### config.mk
export PLATFORM = sky130hd
export DESIGN_NAME = fifo_tx_packetizer
export DESIGN_NICKNAME = d
export VERILOG_FILES = /design/src/rtl/fifo_tx_packetizer.sv
export SDC_FILE = /design/constraint.sdc
export NUM_CORES = 1
export LEC_CHECK = 0
export CAP_MARGIN = 20
export CORE_MARGIN = 3
export CORE_UTILIZATION = 56
export CTS_CLUSTER_SIZE = 28
export DETAILED_ROUTE_END_ITERATION = 10
export GPL_TIMING_DRIVEN = 0
export PLACE_DENSITY_LB_ADDON = 0.08
export SLEW_MARGIN = 25
export SYNTH_ARGS = -nofsm -noshare
export SYNTH_HDL_FRONTEND = slang
export SYNTH_SLANG_ARGS = --single-unit
### constraint.sdc
create_clock -name wr_clk -period 3.7 [get_ports wr_clk]
set_clock_uncertainty 0.15 [all_clocks]
set_input_delay 0.74 -clock wr_clk [delete_from_list [all_inputs] [get_ports wr_clk]]
set_output_delay 0.74 -clock wr_clk [all_outputs]
set_load 0.05 [all_outputs]
### src/rtl/fifo_tx_packetizer.sv
`timescale 1ns/1ps
// -----------------------------------------------------------------------------
// fifo_tx_packetizer
//
// Write-side traffic source for the asynchronous FIFO (wr_clk domain). On an
// accepted start it emits one framed packet into the FIFO write port:
//   SYNC, length, payload (base, base+1, ...), checksum
// where base is the low WIDTH bits of pkt_count at acceptance. The checksum is
// the modulo-2^WIDTH sum of the length word and all payload words. A word moves
// only on cycles where the FIFO is not full, so back-pressure stalls the packet
// without losing or repeating words.
//
// Ports:
//   wr_clk     write-domain clock, rising edge
//   reset      asynchronous, active-high reset
//   start      packet request, sampled only while idle
//   pkt_len    payload word count, latched at acceptance
//   wr_full    FIFO full flag
//   wr_en      FIFO write strobe (one word per high cycle)
//   wr_data    FIFO write data
//   busy       high from the cycle after acceptance until idle again
//   done       one-cycle pulse after the checksum word has been written
//   pkt_count  packets completed since reset, wraps at 2^16
// -----------------------------------------------------------------------------
module fifo_tx_packetizer #(
    parameter int         WIDTH = 8,
    parameter int         LEN_W = 8,
    parameter logic [7:0] SYNC  = 8'hA5
) (
    input  logic             wr_clk,
    input  logic             reset,
    input  logic             start,
    input  logic [LEN_W-1:0] pkt_len,
    input  logic             wr_full,
    output logic             wr_en,
    output logic [WIDTH-1:0] wr_data,
    output logic             busy,
    output logic             done,
    output logic [15:0]      pkt_count
);

    localparam logic [2:0] S_IDLE = 3'd0;
    localparam logic [2:0] S_HDR  = 3'd1;
    localparam logic [2:0] S_LEN  = 3'd2;
    localparam logic [2:0] S_PAY  = 3'd3;
    localparam logic [2:0] S_CSUM = 3'd4;
    localparam logic [2:0] S_DONE = 3'd5;

    localparam logic [LEN_W-1:0] LEN_ONE = LEN_W'(1);
    localparam logic [WIDTH-1:0] SYNC_W  = WIDTH'(SYNC);

    logic [2:0]       state_q,     state_d;
    logic [LEN_W-1:0] len_q,       len_d;
    logic [LEN_W-1:0] idx_q,       idx_d;
    logic [WIDTH-1:0] base_q,      base_d;
    logic [WIDTH-1:0] sum_q,       sum_d;
    logic [15:0]      pkt_count_q, pkt_count_d;

    logic emit_state;

    // The outgoing word depends only on registered state, so it stays put
    // for as long as the FIFO holds off the write.
    always_comb begin
        wr_data = '0;
        case (state_q)
            S_HDR:   wr_data = SYNC_W;
            S_LEN:   wr_data = WIDTH'(len_q);
            S_PAY:   wr_data = base_q + WIDTH'(idx_q);
            S_CSUM:  wr_data = sum_q;
            default: wr_data = '0;
        endcase
    end

    always_comb begin
        emit_state = (state_q == S_HDR) || (state_q == S_LEN) ||
                     (state_q == S_PAY) || (state_q == S_CSUM);
        // Combinational from wr_full: a full FIFO blocks the write this cycle.
        wr_en = emit_state && !wr_full;
    end

    always_comb begin
        state_d     = state_q;
        len_d       = len_q;
        idx_d       = idx_q;
        base_d      = base_q;
        sum_d       = sum_q;
        pkt_count_d = pkt_count_q;

        case (state_q)
            S_IDLE: begin
                if (start) begin
                    len_d   = pkt_len;
                    base_d  = WIDTH'(pkt_count_q);
                    idx_d   = '0;
                    sum_d   = '0;
                    state_d = S_HDR;
                end
            end
            S_HDR: begin
                if (wr_en) state_d = S_LEN;
            end
            S_LEN: begin
                if (wr_en) begin
                    // Length word is part of the checksum; the header is not.
                    sum_d   = sum_q + wr_data;
                    state_d = (len_q != '0) ? S_PAY : S_CSUM;
                end
            end
            S_PAY: begin
                if (wr_en) begin
                    sum_d = sum_q + wr_data;
                    idx_d = idx_q + LEN_ONE;
                    if (idx_q == len_q - LEN_ONE) state_d = S_CSUM;
                end
            end
            S_CSUM: begin
                if (wr_en) state_d = S_DONE;
            end
            S_DONE: begin
                pkt_count_d = pkt_count_q + 16'd1;
                state_d     = S_IDLE;
            end
            default: state_d = S_IDLE;
        endcase
    end

    always_ff @(posedge wr_clk or posedge reset) begin
        if (reset) begin
            state_q     <= S_IDLE;
            len_q       <= '0;
            idx_q       <= '0;
            base_q      <= '0;
            sum_q       <= '0;
            pkt_count_q <= '0;
        end else begin
            state_q     <= state_d;
            len_q       <= len_d;
            idx_q       <= idx_d;
            base_q      <= base_d;
            sum_q       <= sum_d;
            pkt_count_q <= pkt_count_d;
        end
    end

    assign busy      = (state_q != S_IDLE);
    assign done      = (state_q == S_DONE);
    assign pkt_count = pkt_count_q;

endmodule

### Sequential cells colored by netlist name

The bar under the picture is 20 µm long. Other sequential cells in the stronger gray, the rest of the logic in the fainter gray.
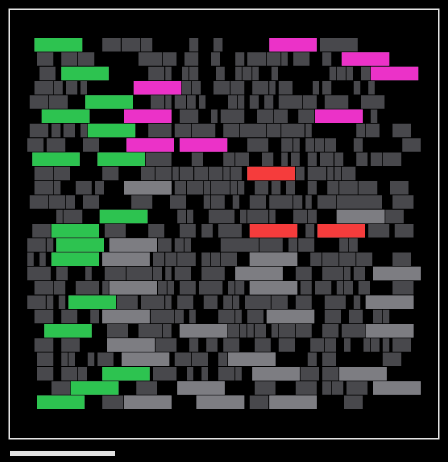
magenta -> sum_q  # sequential cells 8
red -> state_q  # sequential cells 3
green -> pkt_count  # sequential cells 16
not colored = 24

==> job_summary.md <==
### Flow metrics

| Metric | Value |
|---|---|
| Status | finished, final reports clean |
| Fraction of layout cells with a size suffix above 1 | a little over an eighth |
| Gpl congestion | between 0.9 and 1 |
| Adder Area Share | under 10% |
| I/O pin cnt | 39 |
| Vias in the first global route | between 2k and 3k |
| Buffers excl. clock | 50 |
| Final Slew Violations | 0 |
| Cells in synth_stat.txt | ~320 |
| Clock Path Buffers | 2 |
| Crit path from | idx_q[0]$_DFFE_PP0P_ |
| Tap cells | approximately 70 |
| Worst VDD drop | 390 µV |
| DRT Wirelength | around 7.3 mm |
| Synth Flop Type | dfrtp_1 |
| Logic pwr share | between 50% and 60% |
| Residual DRC | 0 |
| RSZ-0062 raised after global routing | no |
| Logic family by area | simple AND/OR/NAND/NOR gates |
| Complex Gates by Area | a little over an eighth |
| Internal power | 1.37 mW |
| Clock root buffer master | clkbuf_8 |
| Delay-heaviest family, CP | AND-OR/OR-AND gates |
| Crit-path cells | ha_1 > fa_1 > a21o_1 > a21oi_2 > o21bai_1 > a21oi_1 > xnor2_1 > a31o_2 > clkbuf_4 |
| Worst hold path class | reg -> reg |
| Switch Pwr | 1.23 mW |
| Count leader, synth | dfrtp_1 |
| Comb area | 1820 µm² |
| Final Core Density | between 70% and 80% |
| Largest type area fraction | 40.1% |
| Crit path capture | wr_data[6] |
| Asr flop ratio synth | 100% |
| Die ar. | 6630 µm² |
| Hold endpoint | pkt_count[15]$_DFFE_PP0P_ |
| Final HPWL DP | approximately 5.4 mm |
| Xor and xnor area share after synthesis | 11.3% |
| Slew margin rel. | 57.1% |
| Setup CP Type | reg -> out |
| Mux frac, synth | under 10% |
| Postcts setup bufs | 0 |
| Clk pin slew, worst setup/hold paths | approximately 0.1 ns |
| CTS H-tree depth | 2 |
| Worst Path Buf+Inv | 1 |
| Initial antenna violation count | 0 |
| Pwr per Cell Area | 700 nW/µm² |
| Syn_area_per_cell | roughly 9.8 µm² |
| Critical R2R Launch | state_q[1]$_DFFE_PP0P_ |
| Final setup viols | 0 |
| Multi-input gate count | ~250 |
| Routed WL per cell | approximately 17 µm |
| Antenna-violating nets left | 0 |
| Gr usage total | between 20% and 30% |
| Cell Area, Placed | 3660 µm² |
| EDFF count, synth | 0 |
| CTS Sinks | around 51 |
| Clock-cell share | between 2 and 2.5% |
| Crit start category | flip-flop |
| Die H | 81.4 µm |
| Fill count | around 450 |
| Yosys reg bits | 51 |
| Clock period minus worst slack | ~3.5 ns |
| Clk latency late pin | roughly 0.32 ns |
| IO buf count | 38 |
| Post-Synthesis Cells | approximately 320 |
### Signal wires by layer

Only two layers are drawn.
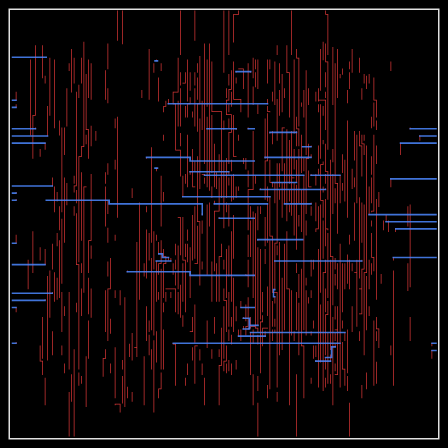
red -> M2  # wire length 3,510 µm
blue -> M3  # wire length 431 µm

registers in the layout, indices dropped and copies added, names as in the netlist:
register   count
len_q          8
base_q         8
pkt_count     16
idx_q          8
sum_q          8
state_q        3
routing by layer:
metal / up-vias / part of all wire [%] / global-route usage [%]
met4: 0 / 1.4 / 7.43
li1: 1255 / - / -
met3: 11 / 5.9 / 5.04
met1: 1273 / 44 / 31.9
met2: 83 / 48 / 40.1
met5: - / 0 / 0
power groups by stage:
stage,Clock [mW],Sequential (mW),Combinational [mW]
after floorplan,0,0.803,1.11
after CTS,0.347,0.849,1.42
after detailed placement,0,0.860,1.44
after global placement,0,0.853,1.40
after global routing,0.372,0.867,1.56
final,0.343,0.850,1.41
repair_timing:
item	in CTS	in global routing
hold endpoints to repair	0	0
resized	11	12
endpoints found under the setup margin	7	7
No activity file was given, so power comes from the tool's default toggle rates.
